Fig. 1: run 1, logic cells by family
Bar = 50 um.
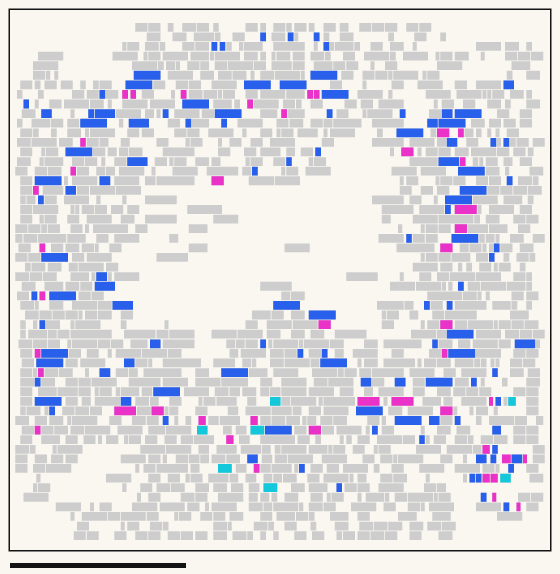
Fig. 2: run 1, the clock network
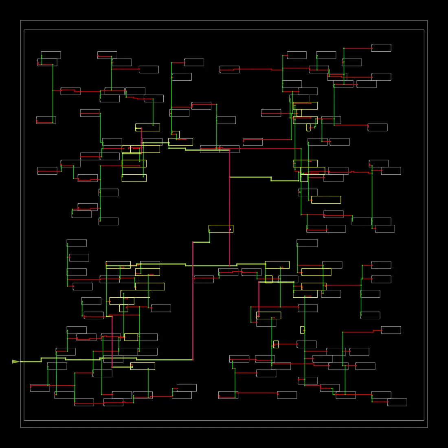
Fig. 3: run 1, ports around the boundary
Pins as bars across the die edge, other pins in gray.
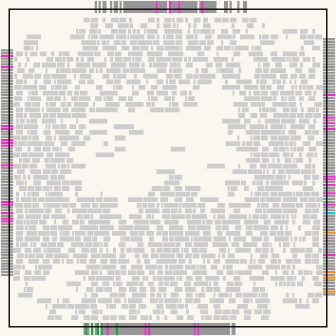
--- src/rtl/alu_issue_stage_if.sv ---
// rtl/alu_issue_stage_if.sv - ID/EX issue stage signal bundle: ID fields, forward sources, ALU-side outputs
interface alu_issue_stage_if;
  logic        id_valid;
  logic [1:0]  id_alu_op;
  logic [5:0]  id_funct;
  logic        id_alu_src;
  logic [4:0]  id_rs;
  logic [4:0]  id_rt;
  logic [4:0]  id_dest;
  logic [31:0] id_rs_data;
  logic [31:0] id_rt_data;
  logic [31:0] id_imm;
  logic        id_reg_write;
  logic        exmem_reg_write;
  logic [4:0]  exmem_dest;
  logic [31:0] exmem_data;
  logic        memwb_reg_write;
  logic [4:0]  memwb_dest;
  logic [31:0] memwb_data;
  logic [31:0] ALU_in1;
  logic [31:0] ALU_in2;
  logic [3:0]  ALU_control;
  logic        ex_valid;
  logic        ex_reg_write;
  logic [4:0]  ex_dest;
  logic [31:0] ex_store_data;
  logic        illegal_op;

  modport master (
    output id_valid, id_alu_op, id_funct, id_alu_src, id_rs, id_rt, id_dest,
           id_rs_data, id_rt_data, id_imm, id_reg_write,
           exmem_reg_write, exmem_dest, exmem_data,
           memwb_reg_write, memwb_dest, memwb_data,
    input  ALU_in1, ALU_in2, ALU_control, ex_valid, ex_reg_write, ex_dest,
           ex_store_data, illegal_op
  );

  modport slave (
    input  id_valid, id_alu_op, id_funct, id_alu_src, id_rs, id_rt, id_dest,
           id_rs_data, id_rt_data, id_imm, id_reg_write,
           exmem_reg_write, exmem_dest, exmem_data,
           memwb_reg_write, memwb_dest, memwb_data,
    output ALU_in1, ALU_in2, ALU_control, ex_valid, ex_reg_write, ex_dest,
           ex_store_data, illegal_op
  );
endinterface

--- src/rtl/alu_issue_stage.sv ---
// rtl/alu_issue_stage.sv - ID/EX register with ALU control decode, operand forwarding, stall and flush
module alu_issue_stage (
  input logic              clk,
  input logic              reset,
  input logic              stall,
  input logic              flush,
  alu_issue_stage_if.slave bus
);
  logic        valid_q;
  logic        reg_write_q;
  logic        illegal_q;
  logic        alu_src_q;
  logic [3:0]  ctrl_q;
  logic [4:0]  rs_q;
  logic [4:0]  rt_q;
  logic [4:0]  dest_q;
  logic [31:0] rs_data_q;
  logic [31:0] rt_data_q;
  logic [31:0] imm_q;

  logic [3:0]  dec_ctrl;
  logic        dec_illegal;
  logic        load_bubble;
  logic [31:0] fwd_rs;
  logic [31:0] fwd_rt;

  always_comb begin
    dec_ctrl    = 4'b0010;
    dec_illegal = 1'b0;
    case (bus.id_alu_op)
      2'b00: dec_ctrl = 4'b0010;
      2'b01: dec_ctrl = 4'b0110;
      2'b11: dec_ctrl = 4'b0001;
      default: begin
        case (bus.id_funct)
          6'b100000: dec_ctrl = 4'b0010;
          6'b100010: dec_ctrl = 4'b0110;
          6'b100100: dec_ctrl = 4'b0000;
          6'b100101: dec_ctrl = 4'b0001;
          6'b101010: dec_ctrl = 4'b0111;
          6'b100111: dec_ctrl = 4'b1100;
          default:   dec_illegal = 1'b1;
        endcase
      end
    endcase
  end

  // An idle ID slot is captured exactly like a flush so the EX side sees a clean bubble.
  assign load_bubble = reset || flush || (!stall && !bus.id_valid);

  always_ff @(posedge clk) begin
    if (load_bubble) begin
      valid_q     <= 1'b0;
      reg_write_q <= 1'b0;
      illegal_q   <= 1'b0;
      alu_src_q   <= 1'b0;
      ctrl_q      <= 4'b0000;
      rs_q        <= 5'd0;
      rt_q        <= 5'd0;
      dest_q      <= 5'd0;
      rs_data_q   <= 32'd0;
      rt_data_q   <= 32'd0;
      imm_q       <= 32'd0;
    end else if (!stall) begin
      valid_q     <= 1'b1;
      reg_write_q <= bus.id_reg_write;
      illegal_q   <= dec_illegal;
      alu_src_q   <= bus.id_alu_src;
      ctrl_q      <= dec_ctrl;
      rs_q        <= bus.id_rs;
      rt_q        <= bus.id_rt;
      dest_q      <= bus.id_dest;
      rs_data_q   <= bus.id_rs_data;
      rt_data_q   <= bus.id_rt_data;
      imm_q       <= bus.id_imm;
    end
  end

  // EX/MEM is checked first because it carries the younger write to the same register.
  always_comb begin
    fwd_rs = rs_data_q;
    if (bus.exmem_reg_write && bus.exmem_dest != 5'd0 && bus.exmem_dest == rs_q)
      fwd_rs = bus.exmem_data;
    else if (bus.memwb_reg_write && bus.memwb_dest != 5'd0 && bus.memwb_dest == rs_q)
      fwd_rs = bus.memwb_data;

    fwd_rt = rt_data_q;
    if (bus.exmem_reg_write && bus.exmem_dest != 5'd0 && bus.exmem_dest == rt_q)
      fwd_rt = bus.exmem_data;
    else if (bus.memwb_reg_write && bus.memwb_dest != 5'd0 && bus.memwb_dest == rt_q)
      fwd_rt = bus.memwb_data;
  end

  assign bus.ALU_in1       = fwd_rs;
  assign bus.ALU_in2       = alu_src_q ? imm_q : fwd_rt;
  assign bus.ex_store_data = fwd_rt;
  assign bus.ALU_control   = ctrl_q;
  assign bus.ex_valid      = valid_q;
  assign bus.ex_dest       = dest_q;
  assign bus.ex_reg_write  = reg_write_q && valid_q && !illegal_q;
  assign bus.illegal_op    = illegal_q && valid_q;
endmodule

--- src/flat_wrapper.sv ---
// flat-port wrapper written by rule: the top's interface ports become plain ports
module alu_issue_stage_flat 
  (clk, reset, stall, flush, bus_id_valid, bus_id_alu_op, bus_id_funct, bus_id_alu_src, bus_id_rs, bus_id_rt, bus_id_dest, bus_id_rs_data, bus_id_rt_data, bus_id_imm, bus_id_reg_write, bus_exmem_reg_write, bus_exmem_dest, bus_exmem_data, bus_memwb_reg_write, bus_memwb_dest, bus_memwb_data, bus_ALU_in1, bus_ALU_in2, bus_ALU_control, bus_ex_valid, bus_ex_reg_write, bus_ex_dest, bus_ex_store_data, bus_illegal_op);
  alu_issue_stage_if bus_i ();
  input logic clk;
  input logic reset;
  input logic stall;
  input logic flush;
  input wire logic [$bits(bus_i.id_valid)-1:0] bus_id_valid;
  input wire logic [$bits(bus_i.id_alu_op)-1:0] bus_id_alu_op;
  input wire logic [$bits(bus_i.id_funct)-1:0] bus_id_funct;
  input wire logic [$bits(bus_i.id_alu_src)-1:0] bus_id_alu_src;
  input wire logic [$bits(bus_i.id_rs)-1:0] bus_id_rs;
  input wire logic [$bits(bus_i.id_rt)-1:0] bus_id_rt;
  input wire logic [$bits(bus_i.id_dest)-1:0] bus_id_dest;
  input wire logic [$bits(bus_i.id_rs_data)-1:0] bus_id_rs_data;
  input wire logic [$bits(bus_i.id_rt_data)-1:0] bus_id_rt_data;
  input wire logic [$bits(bus_i.id_imm)-1:0] bus_id_imm;
  input wire logic [$bits(bus_i.id_reg_write)-1:0] bus_id_reg_write;
  input wire logic [$bits(bus_i.exmem_reg_write)-1:0] bus_exmem_reg_write;
  input wire logic [$bits(bus_i.exmem_dest)-1:0] bus_exmem_dest;
  input wire logic [$bits(bus_i.exmem_data)-1:0] bus_exmem_data;
  input wire logic [$bits(bus_i.memwb_reg_write)-1:0] bus_memwb_reg_write;
  input wire logic [$bits(bus_i.memwb_dest)-1:0] bus_memwb_dest;
  input wire logic [$bits(bus_i.memwb_data)-1:0] bus_memwb_data;
  output wire logic [$bits(bus_i.ALU_in1)-1:0] bus_ALU_in1;
  output wire logic [$bits(bus_i.ALU_in2)-1:0] bus_ALU_in2;
  output wire logic [$bits(bus_i.ALU_control)-1:0] bus_ALU_control;
  output wire logic [$bits(bus_i.ex_valid)-1:0] bus_ex_valid;
  output wire logic [$bits(bus_i.ex_reg_write)-1:0] bus_ex_reg_write;
  output wire logic [$bits(bus_i.ex_dest)-1:0] bus_ex_dest;
  output wire logic [$bits(bus_i.ex_store_data)-1:0] bus_ex_store_data;
  output wire logic [$bits(bus_i.illegal_op)-1:0] bus_illegal_op;
  assign bus_i.id_valid = bus_id_valid;
  assign bus_i.id_alu_op = bus_id_alu_op;
  assign bus_i.id_funct = bus_id_funct;
  assign bus_i.id_alu_src = bus_id_alu_src;
  assign bus_i.id_rs = bus_id_rs;
  assign bus_i.id_rt = bus_id_rt;
  assign bus_i.id_dest = bus_id_dest;
  assign bus_i.id_rs_data = bus_id_rs_data;
  assign bus_i.id_rt_data = bus_id_rt_data;
  assign bus_i.id_imm = bus_id_imm;
  assign bus_i.id_reg_write = bus_id_reg_write;
  assign bus_i.exmem_reg_write = bus_exmem_reg_write;
  assign bus_i.exmem_dest = bus_exmem_dest;
  assign bus_i.exmem_data = bus_exmem_data;
  assign bus_i.memwb_reg_write = bus_memwb_reg_write;
  assign bus_i.memwb_dest = bus_memwb_dest;
  assign bus_i.memwb_data = bus_memwb_data;
  assign bus_ALU_in1 = bus_i.ALU_in1;
  assign bus_ALU_in2 = bus_i.ALU_in2;
  assign bus_ALU_control = bus_i.ALU_control;
  assign bus_ex_valid = bus_i.ex_valid;
  assign bus_ex_reg_write = bus_i.ex_reg_write;
  assign bus_ex_dest = bus_i.ex_dest;
  assign bus_ex_store_data = bus_i.ex_store_data;
  assign bus_illegal_op = bus_i.illegal_op;
  alu_issue_stage u_core (.clk(clk), .reset(reset), .stall(stall), .flush(flush), .bus(bus_i));
endmodule
--- config.mk ---
export PLATFORM = sky130hd
export DESIGN_NAME = alu_issue_stage_flat
export DESIGN_NICKNAME = d
export VERILOG_FILES = /design/src/rtl/alu_issue_stage_if.sv /design/src/rtl/alu_issue_stage.sv /design/src/flat_wrapper.sv
export SDC_FILE = /design/constraint.sdc
export NUM_CORES = 1
export LEC_CHECK = 0
export CORE_UTILIZATION = 30
export CTS_CLUSTER_DIAMETER = 80
export CTS_CLUSTER_SIZE = 8
export DETAILED_ROUTE_END_ITERATION = 7
export MAX_ROUTING_LAYER = met4
export PLACE_DENSITY = 0.63
export SYNTH_ARGS = -nofsm -noshare
export SYNTH_HDL_FRONTEND = slang
export SYNTH_SLANG_ARGS = --single-unit
--- constraint.sdc ---
create_clock -name clk -period 3.4 [get_ports clk]
set_input_delay 1.02 -clock clk [delete_from_list [all_inputs] [get_ports clk]]
set_output_delay 1.02 -clock clk [all_outputs]
set_load 0.005 [all_outputs]
==> out/metrics.yaml, run 1 <==
status:
  status: "complete, but fails checks"
  violations: "negative setup slack"
sta:
  fin_ws_ns: -0.6592
  slew_viol_final: 0
  fin_crit_sh_pct: 119.4
  period_needed_ns: 4.059
  fmax_ghz: 0.2464
  hold_ws_ns: 0.4663
  setup_violations: 96
  tns_ns: -47.50
cts:
  post-cts-setup-buffer-count: 70
  cts.hold.buffers_added: 0
  insertion_delay_ns: 0.41
  cts_resized: 540
  numClockSinks: 119
  clk_path_buf_depth: 2
cells_and_area:
  regArea_mm2: 0.002384
  drive_above_1_share_pct: 39.63
  diodes: 0
  post-route-util_pct: 60.49
  nonClkBufAreaFrac_pct: 38.34
  sh_seq_area_pct: 17.83
  stdcell_area_mm2: 0.01337
  sh_comb_area_pct: 36.30
  syn_to_final_growth_pct: 95.03
  nNonClkBuffers: 493
floorplan:
  die_area_mm2: 0.02345
  core_area_mm2: 0.02209
  fp_util_pct: 31.02
yosys:
  yosys_most_used_dff: "dfxtp_1"
  post-synth-top-area-fraction_pct: 34.76
  topCombFamilyByArea: "multiplexers"
  yosys.stat.seqShare_pct: 34.76
  top_cells_by_count: "nor2_1 (151), mux2i_1 (145), dfxtp_1 (119), a21oi_1 (39), clkbuf_1 (37)"
  synthTopCellsByArea: "dfxtp_1 (35%), mux2i_1 (21%), a31oi_4 (9.3%)"
  yosysChipArea_mm2: 0.006853
  top_area_cell: "dfxtp_1"
  yosys_warnings: 0
  syn_avg_cell_area_um2: 9.324
power_and_ir_drop:
  top_power_group: "clock"
  seq_power_share_pct: 32.4
  p_sw_share_pct: 25.34
  finalPower_w: 0.004508
  p_comb_w: 0.00103
  internal-power_w: 0.003366
setup_path:
  worstPathCellList: "buf_6, or4_4, o211ai_4, buf_6, buf_6, buf_12, buf_12, buf_12, buf_12, nor3_4, a31oi_4, mux2_4, buf_6"
  crit_family: "buffers and inverters"
  crit_buf_inv: 8
  critical_path_depth: 13
  start_kind: "input port"
  crit_type: "in2out"
  r2r_end: "u_core.alu_src_q"
  cp.required_ns: 2.38
  cp-end-kind: "output port"
place:
  portBuffers: 309
  post-place-ws_ns: -1.184
  hpwl_um: 18050
  gp_congestion: 0.8091
worst_hold_path:
  holdPathStages: 2
  min_from: "u_core.bus.ALU_control[0]"
drt:
  drt_iter0_drc: 334
  routed-wl-met2_um: 15050
  wire_per_inst_um: 20.58
  dr_wl_met3_um: 1813
global_route:
  busiest_layer: "met2"
  overflow: 0
run:
  warnings: 29
## Picture notes: Fig. 1
[AND and OR gates] cyan | cells: 7
[inverting AOI/OAI gates] blue | cells: 112 | where: widely spread
[NAND gates] magenta | cells: 44 | where: widely spread

## Picture notes: Fig. 2
clock group total power: 0.00202 W
Worst Skew: 0 ns
flop count: 119
clock buffers: 20

## Picture notes: Fig. 3
[`bus_id_rs_data`] magenta | pins: 32 | direction: input | edge: 13 left, 10 right, 5 bottom, 4 top
[`bus_ex_dest`] green | pins: 5 | direction: output | edge: bottom
[`bus_ALU_control`] orange | pins: 4 | direction: output | edge: right
[`reset`] cyan | pins: 1 | direction: input | edge: right
all pins by edge: 92 right, 81 left, 76 bottom, 61 top

--- run 2 (diff from run 1) ---
PLACE_DENSITY = 0.61   (was 0.63)
clock period = 5.1 ns   (was 3.4 ns; I/O delays follow)
==> run 2 against run 1 <==
Net effect: the run now ends clean; core utilization shrank 5.8 points; sequential cell count is the same; register-to-register slack gained 1.2 ns; wire length shrank 9.9%; non-clock buffer count shrank 69; worst setup slack gained 0.70 ns; sequential share of layout area grew 1.9 points; cell area shrank 9.7%; first-iteration DRC count shrank 7.8%; synthesized cell count is the same.
==> out/metrics.yaml, run 2 <==
status:
  status: "complete, no violations"
drt:
  routed-wl-met2_um: 13760
  wire_per_inst_um: 19.47
sta:
  clock_skew_ns: 0
  fmax_ghz: 0.1976
  fin_crit_sh_pct: 99.21
  hold_ws_ns: 0.4595
  slew_viol_final: 0
  fin_ws_ns: 0.04045
  setup_violations: 0
global_route:
  busiest_layer: "met2"
  overflow: 0
setup_path:
  crit_type: "in2out"
  critical_path_depth: 10
  start_kind: "input port"
  r2r_end: "u_core.alu_src_q"
  cp-end-kind: "output port"
  worstPathCellList: "buf_6, or4_4, o211ai_4, or2_4, buf_12, buf_6, buf_6, a31oi_4, mux2_4, buf_6"
  crit_buf_inv: 5
  crit_family: "simple AND/OR/NAND/NOR gates"
power_and_ir_drop:
  top_power_group: "clock"
  internal-power_w: 0.002014
  seq_power_share_pct: 35.9
  p_comb_w: 0.000598
worst_hold_path:
  min_from: "u_core.bus.ALU_control[0]"
  holdPathStages: 2
yosys:
  yosys.stat.seqShare_pct: 34.76
  yosysChipArea_mm2: 0.006853
  post-synth-top-area-fraction_pct: 34.76
  yosys_most_used_dff: "dfxtp_1"
  syn_avg_cell_area_um2: 9.324
  yosys_warnings: 0
  top_area_cell: "dfxtp_1"
  synthTopCellsByArea: "dfxtp_1 (35%), mux2i_1 (21%), a31oi_4 (9.3%)"
floorplan:
  fp_util_pct: 31.02
  die_area_mm2: 0.02345
  io-pin-count: 310
cells_and_area:
  syn_to_final_growth_pct: 76.21
  seq_cells: 119
  regArea_mm2: 0.002384
  diodes: 1
  nClkBuffers: 21
  post-route-util_pct: 54.66
  stdcell_area_mm2: 0.01208
  nNonClkBuffers: 424
  sh_seq_area_pct: 19.74
  sh_comb_area_pct: 37.52
cts:
  cts.hold.buffers_added: 0
  cts_resized: 311
  insertion_delay_ns: 0.41
place:
  gp_congestion: 0.7984
  portBuffers: 309
run:
  warnings: 29
Fig. 4: run 2, logic cells by family
Bar = 50 um.
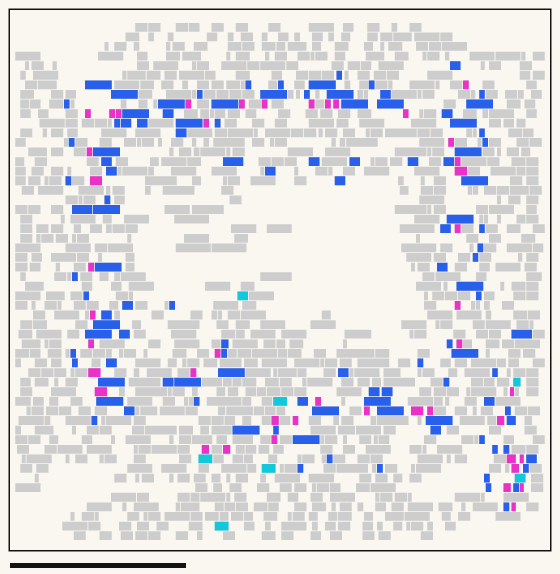
[inverting AOI/OAI gates] blue | cells: 112 | where: widely spread
[NAND gates] magenta | cells: 44 | where: widely spread
[AND and OR gates] cyan | cells: 7

Fig. 5: run 2, the clock network
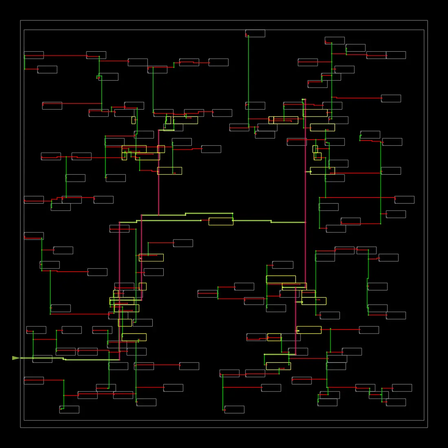
Num CTS Buffers: 17
clock group total power: 0.00115 W
Sinks on Clock Net: 119

Fig. 6: run 2, ports around the boundary
Pins as bars across the die edge, other pins in gray.
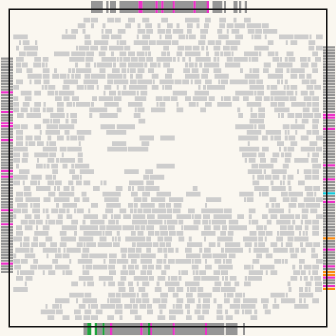
[`reset`] cyan | pins: 1 | direction: input | edge: right
[`bus_ex_dest`] green | pins: 5 | direction: output | edge: bottom
[`bus_ALU_control`] orange | pins: 4 | direction: output | edge: right
[`bus_id_rs_data`] magenta | pins: 32 | direction: input | edge: 10 left, 10 right, 7 top, 5 bottom
all pins by edge: 87 right, 79 bottom, 77 left, 67 top

No activity file was given, so power comes from the tool's default toggle rates.
